===== src/rtl/matrix_scan_ctrl.sv =====
// Row-scan sequencer for a 16x16 LED dot matrix: fetches one column word per row,
// shows it with blanking between rows, and steps through stored patterns on frame boundaries.
module matrix_scan_ctrl #(
  parameter int ROW_TICKS      = 2500,
  parameter int BLANK_TICKS    = 8,
  parameter int FRAMES_PER_PAT = 100,
  parameter int NUM_PAT        = 10
) (
  input  logic        clk,
  input  logic        rst_n,
  input  logic        en,
  input  logic        auto_en,
  input  logic        step,
  input  logic [15:0] pat_col_in,
  output logic [3:0]  row_bin,
  output logic [3:0]  pat_sel,
  output logic [15:0] row_out,
  output logic [15:0] col_out,
  output logic        frame_done
);

  localparam logic [1:0] ST_BLANK = 2'd0;
  localparam logic [1:0] ST_FETCH = 2'd1;
  localparam logic [1:0] ST_SHOW  = 2'd2;

  localparam int MAX_TICKS = (ROW_TICKS > BLANK_TICKS) ? ROW_TICKS : BLANK_TICKS;
  localparam int PW        = $clog2(MAX_TICKS + 1);
  localparam int FW        = (FRAMES_PER_PAT > 1) ? $clog2(FRAMES_PER_PAT) : 1;

  localparam logic [PW-1:0] BLANK_LAST = PW'(BLANK_TICKS - 1);
  localparam logic [PW-1:0] ROW_LAST   = PW'(ROW_TICKS - 1);
  localparam logic [FW-1:0] FRAME_LAST = FW'(FRAMES_PER_PAT - 1);
  localparam logic [3:0]    PAT_LAST   = 4'(NUM_PAT - 1);

  logic [1:0]    state;
  logic [PW-1:0] phase;
  logic [FW-1:0] frame_cnt;
  logic          step_pending;

  logic          blank_end;
  logic          show_end;
  logic          boundary;
  logic          advance;
  logic [3:0]    pat_next;
  logic [FW-1:0] frame_next;

  // row_bin doubles as the row index, so the ROMs see it stable from BLANK entry onward.
  always_comb begin
    blank_end  = 1'b0;
    show_end   = 1'b0;
    boundary   = 1'b0;
    advance    = 1'b0;
    pat_next   = 4'd0;
    frame_next = '0;
    blank_end  = (state == ST_BLANK) && (phase == BLANK_LAST);
    show_end   = (state == ST_SHOW) && (phase == ROW_LAST);
    boundary   = show_end && (row_bin == 4'd15);
    advance    = boundary &&
                 ((auto_en && (frame_cnt == FRAME_LAST)) || step_pending || step);
    pat_next   = (pat_sel >= PAT_LAST) ? 4'd0 : 4'(pat_sel + 4'd1);
    frame_next = (frame_cnt == FRAME_LAST) ? '0 : FW'(frame_cnt + 1'b1);
  end

  always_ff @(posedge clk or negedge rst_n) begin
    if (!rst_n) begin
      state        <= ST_BLANK;
      phase        <= '0;
      frame_cnt    <= '0;
      step_pending <= 1'b0;
      row_bin      <= 4'd0;
      pat_sel      <= 4'd0;
      row_out      <= 16'd0;
      col_out      <= 16'd0;
      frame_done   <= 1'b0;
    end else if (!en) begin
      // Go dark and restart the current row's blanking, but remember where we were.
      state        <= ST_BLANK;
      phase        <= '0;
      row_out      <= 16'd0;
      col_out      <= 16'd0;
      frame_done   <= 1'b0;
      step_pending <= step_pending | step;
    end else begin
      frame_done <= boundary;
      case (state)
        ST_BLANK: begin
          row_out <= 16'd0;
          col_out <= 16'd0;
          if (blank_end) begin
            state <= ST_FETCH;
            phase <= '0;
          end else begin
            phase <= PW'(phase + 1'b1);
          end
        end
        ST_FETCH: begin
          // Column word and row enable switch together, both coming out of a dark cycle.
          state   <= ST_SHOW;
          phase   <= '0;
          row_out <= 16'd1 << row_bin;
          col_out <= pat_col_in;
        end
        ST_SHOW: begin
          if (show_end) begin
            state   <= ST_BLANK;
            phase   <= '0;
            row_out <= 16'd0;
            col_out <= 16'd0;
            row_bin <= 4'(row_bin + 4'd1);
          end else begin
            phase <= PW'(phase + 1'b1);
          end
        end
        default: begin
          state   <= ST_BLANK;
          phase   <= '0;
          row_out <= 16'd0;
          col_out <= 16'd0;
        end
      endcase

      if (boundary) begin
        frame_cnt    <= frame_next;
        step_pending <= 1'b0;
        if (advance) begin
          pat_sel <= pat_next;
        end
      end else begin
        step_pending <= step_pending | step;
      end
    end
  end

endmodule


===== config.mk =====
export PLATFORM = sky130hd
export DESIGN_NAME = matrix_scan_ctrl
export DESIGN_NICKNAME = d
export VERILOG_FILES = /design/src/rtl/matrix_scan_ctrl.sv
export SDC_FILE = /design/constraint.sdc
export NUM_CORES = 1
export LEC_CHECK = 0
export CORE_ASPECT_RATIO = 1.2
export CORE_MARGIN = 10
export CORE_UTILIZATION = 54
export DETAILED_ROUTE_END_ITERATION = 8
export HOLD_SLACK_MARGIN = 0.08
export MAX_ROUTING_LAYER = met4
export PLACE_DENSITY = 0.85
export SLEW_MARGIN = 20
export SYNTH_ARGS = -nofsm -noshare
export SYNTH_HDL_FRONTEND = slang
export SYNTH_SLANG_ARGS = --single-unit

===== constraint.sdc =====
create_clock -name clk -period 3.05 [get_ports clk]
set_input_delay 0.4575 -clock clk [delete_from_list [all_inputs] [get_ports clk]]
set_output_delay 0.4575 -clock clk [all_outputs]
set_load 0.03 [all_outputs]

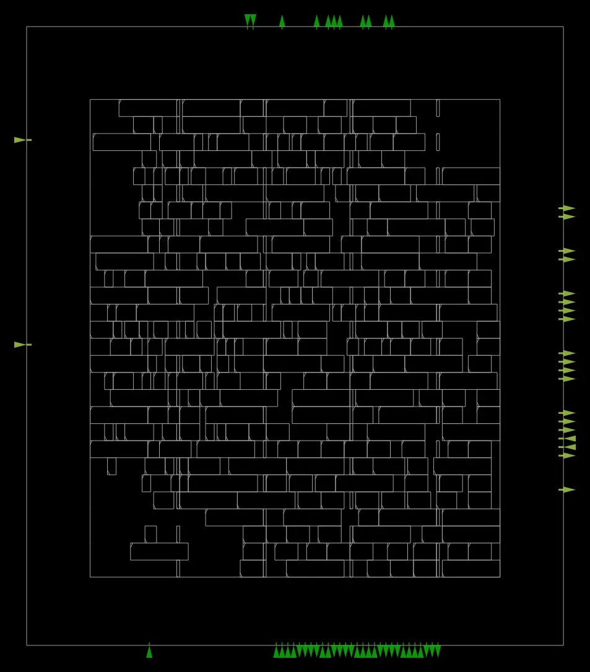
**Above:** run 1 (cell placement).
row cnt: 28
Fill cells: 362
flop count: 63

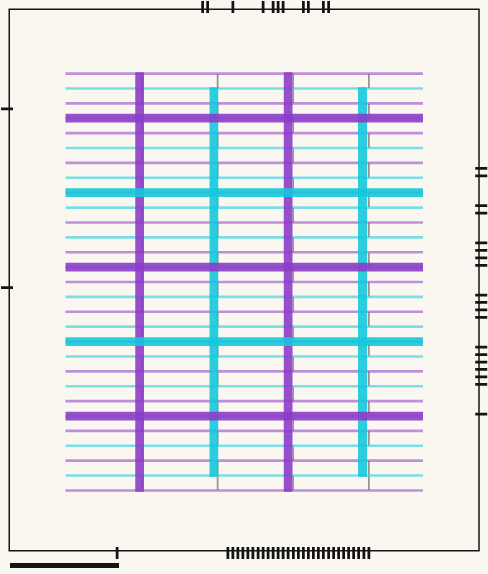
**Above:** run 1 (supply network).
The bar under the picture is 20 um long. Pins as bars on the die edge. Tap cells in grey.
| net | colour |
|---|---|
| VSS | purple |
| VDD | cyan |
signal pins: 62
tap cells: 60
met5 straps: 5

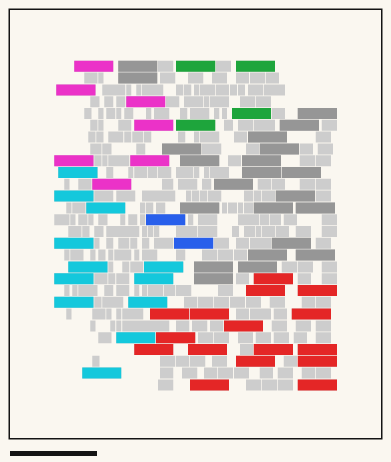
**Above:** run 1 (register map, names as in the netlist).
The bar under the picture is 20 um long.
| netlist name | colour | flops |
|---|---|---|
| phase | cyan | 12 |
| col_out | red | 16 |
| state | blue | 2 |
| frame_cnt | magenta | 7 |
| pat_sel | green | 4 |
not coloured: 22

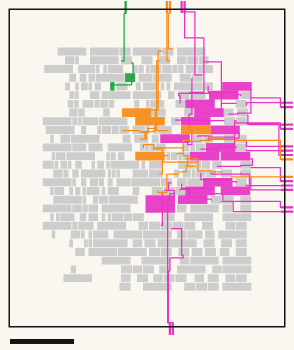
**Above:** run 1 (wires at chosen ports, followed through buffers).
The bar under the picture is 20 um long.
| port | colour | bits | direction | edge | end cells | buffers | wire |
|---|---|---|---|---|---|---|---|
| row_bin | orange | 4 | output | 2 top, 2 right | 4 | 4 | 251 um |
| row_out | magenta | 16 | output | 12 right, 2 bottom, 2 top | 16 | 16 | 580 um |
| step | green | 1 | input | top | 2 | 1 | 31.8 um |

==> out/summary.txt, run 1 <==
Outcome -> finished clean
Yosys simple share -> 0.159
Avg Inst Size Synth -> 11.7 um2
CP bufs+invs -> 0
Synth Warn # -> 0
Slew Limit Headroom -> 0.411
Routed Antenna Nets -> 0
Power after layout -> 0.00162 W
Buffers, non-clock -> 65
Data buffer area share -> 0.175
Non-CTS inverters -> 8
IO Pins -> 62
Post-synth net total -> 269
Pre-Place Util -> 0.560
Die ar. -> 8440 um2
Crit. End Element -> flip-flop
WP depth -> 5
Worst Setup Start Kind -> flip-flop
CP Class -> flip-flop to flip-flop
Net Switching -> 0.000349 W
Mux frac, synth -> 0.00944
Flop+latch power -> 0.000846 W
Share of cells above drive strength 1 -> 0.101
Dpl ws -> 0.652 ns
Dpl cells -> 352
Wire length on met3 -> 267 um
Chip width -> 85.5 um
Slew Viols, Final -> 0
Hold WC Path Type -> input port to asynchronous set/reset pin
Logic share of the area -> 0.309
Synth area leaders -> dfrtp_1 57%, a22o_1 9.4%, ha_1 4.9%
Top power group -> sequential cells
Clk latency late pin -> 0.34 ns
Post-Layout Cell Count -> 368
Logic family by area -> simple AND/OR/NAND/NOR gates
Chip area line of the yosys report -> 2780 um2
Clock group total power -> 0.000705 W
Most numerous logic cells after layout -> 63 x dfrtp_1, 60 x clkdlybuf4s50_1, 30 x a22o_1, 25 x nor2_1, 13 x nand2_1
Post-CTS Setup Inserts -> 0
Slowest stage cell on the critical path -> o21ai_1
P per Cell Area -> 445 nW/um2
GR Layer Usage met1 -> 0.182
Clkbuf count -> 12
Combinational power share -> 0.042
Final Routed Wirelength -> 6.26 mm
# H-tree levels -> 3
Top cell excl fill/tap -> dfrtp_1
Worst reg-to-reg setup slack -> 0.81 ns
Crit-path cells -> or4_1 -> nor3_1 -> a21oi_1 -> o21ai_1 -> nor2_1
M1 WL -> 2.70 mm
Synth Area in Adders -> 0.0494
Critical R2R Capture -> phase[3]$_DFF_PN0_
Fin crit period -> 2.24 ns
Met2 usage in global routing -> 0.252
DRT iter0 DRCs -> 112
Final setup vio count -> 0
# Cells Yosys -> 237
Tap Cells -> 60
Post-DP HPWL -> 4.56 mm
R2R depth -> 5
Gr busiest metal -> met2
Diode count -> 0
==> inputs of run 2 (changes only) <==
- CORE_UTILIZATION: 54 -> 45
- PLACE_DENSITY: 0.85 -> 0.75
- clock period: 3.05 -> 1.9 ns (I/O delays scaled with it)
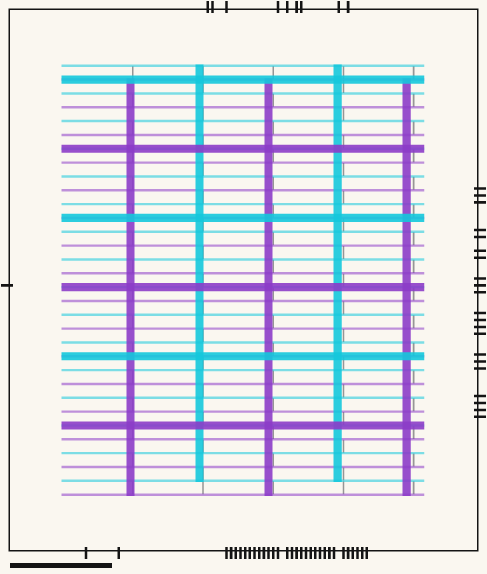
**Above:** run 2 (supply network).
The bar under the picture is 20 um long. Pins as bars on the die edge. Tap cells in grey.
core area: 6010 um2
die height: 106 um
Peak supply drop: 308 uV

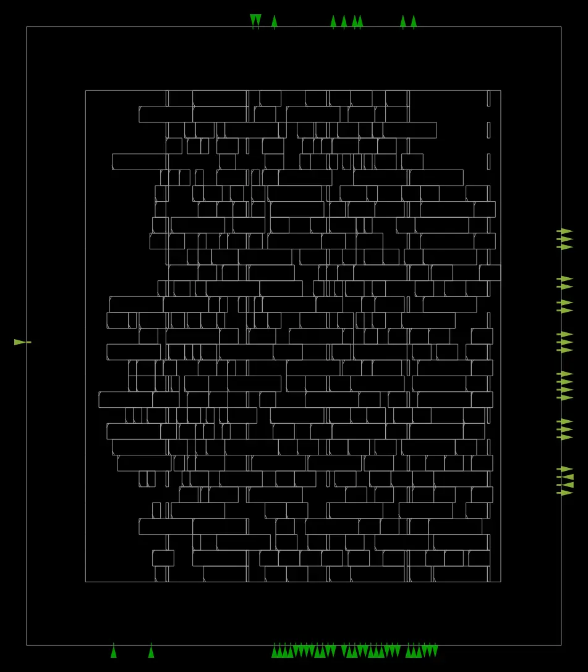
**Above:** run 2 (cell placement).
Post-Layout Cell Count: 407
Seq area share: 0.412
row cnt: 31

==> run 2 against run 1 <==
Die size is 15% higher. Sequential share of layout area shrank 2.1 points. Routed wire length rose by 3.3%. Final area grew 5.2%. Utilization is 9.5 points lower. Register-to-register slack got worse by 0.73 ns. Via count up 3.3%. Clock skew rose by 0.0026 ns. Highest routed layer unchanged. Largest cell class unchanged.
==> out/summary.txt, run 2 <==
Tap Cells -> 82 (+37%)
Mux frac, synth -> 0.00944 (unchanged)
# Cells Yosys -> 237 (unchanged)
Buffers, non-clock -> 82 (+26%)
Fill cells -> 476 (+31%)
Post-synth net total -> 269 (unchanged)
Clock group total power -> 0.00106 W (+50%)
Top power group -> sequential cells
Pre-Place Util -> 0.463 (-0.0965)
Combinational power share -> 0.050 (+0.008)
Clkbuf count -> 10 (-2)
Worst Setup Start Kind -> flip-flop
Synth area leaders -> dfrtp_1 57%, a22o_1 9.4%, ha_1 4.9%
Non-CTS inverters -> 8 (unchanged)
Flop+latch power -> 0.00136 W (+61%)
Fin crit period -> 1.82 ns (-0.423 ns)
Worst reg-to-reg setup slack -> 0.08 ns (-0.73 ns)
Met2 usage in global routing -> 0.240 (-0.0122)
Logic share of the area -> 0.294 (-0.0146)
# H-tree levels -> 3 (unchanged)
Final setup vio count -> 0 (unchanged)
P per Cell Area -> 666 nW/um2 (+50%)
Data buffer area share -> 0.210 (+0.0352)
Critical R2R Capture -> pat_sel[2]$_DFFE_PN0P_
WP depth -> 6 (+1)
Clk latency late pin -> 0.34 ns (about the same)
Gr busiest metal -> met2
Dpl ws -> -0.126 ns (-0.777 ns)
Crit. End Element -> flip-flop
Die ar. -> 9750 um2 (+15%)
Outcome -> finished clean
Diode count -> 0 (unchanged)
Dpl cells -> 390 (+11%)
DRT iter0 DRCs -> 111 (-0.89%)
Flop count -> 63 (unchanged)
Power after layout -> 0.00255 W (+57%)
Crit-path cells -> ha_1 -> and4_4 -> nand4_1 -> nor4_4 -> o21ai_1 -> a21bo_2
Slew Limit Headroom -> 0.621 (+0.210)
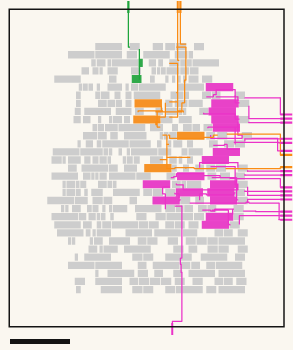
**Above:** run 2 (wires at chosen ports, followed through buffers).
The bar under the picture is 20 um long.
IO Pins: 62
IO Port Bufs: 61

No activity file was given, so power comes from the tool's default toggle rates.
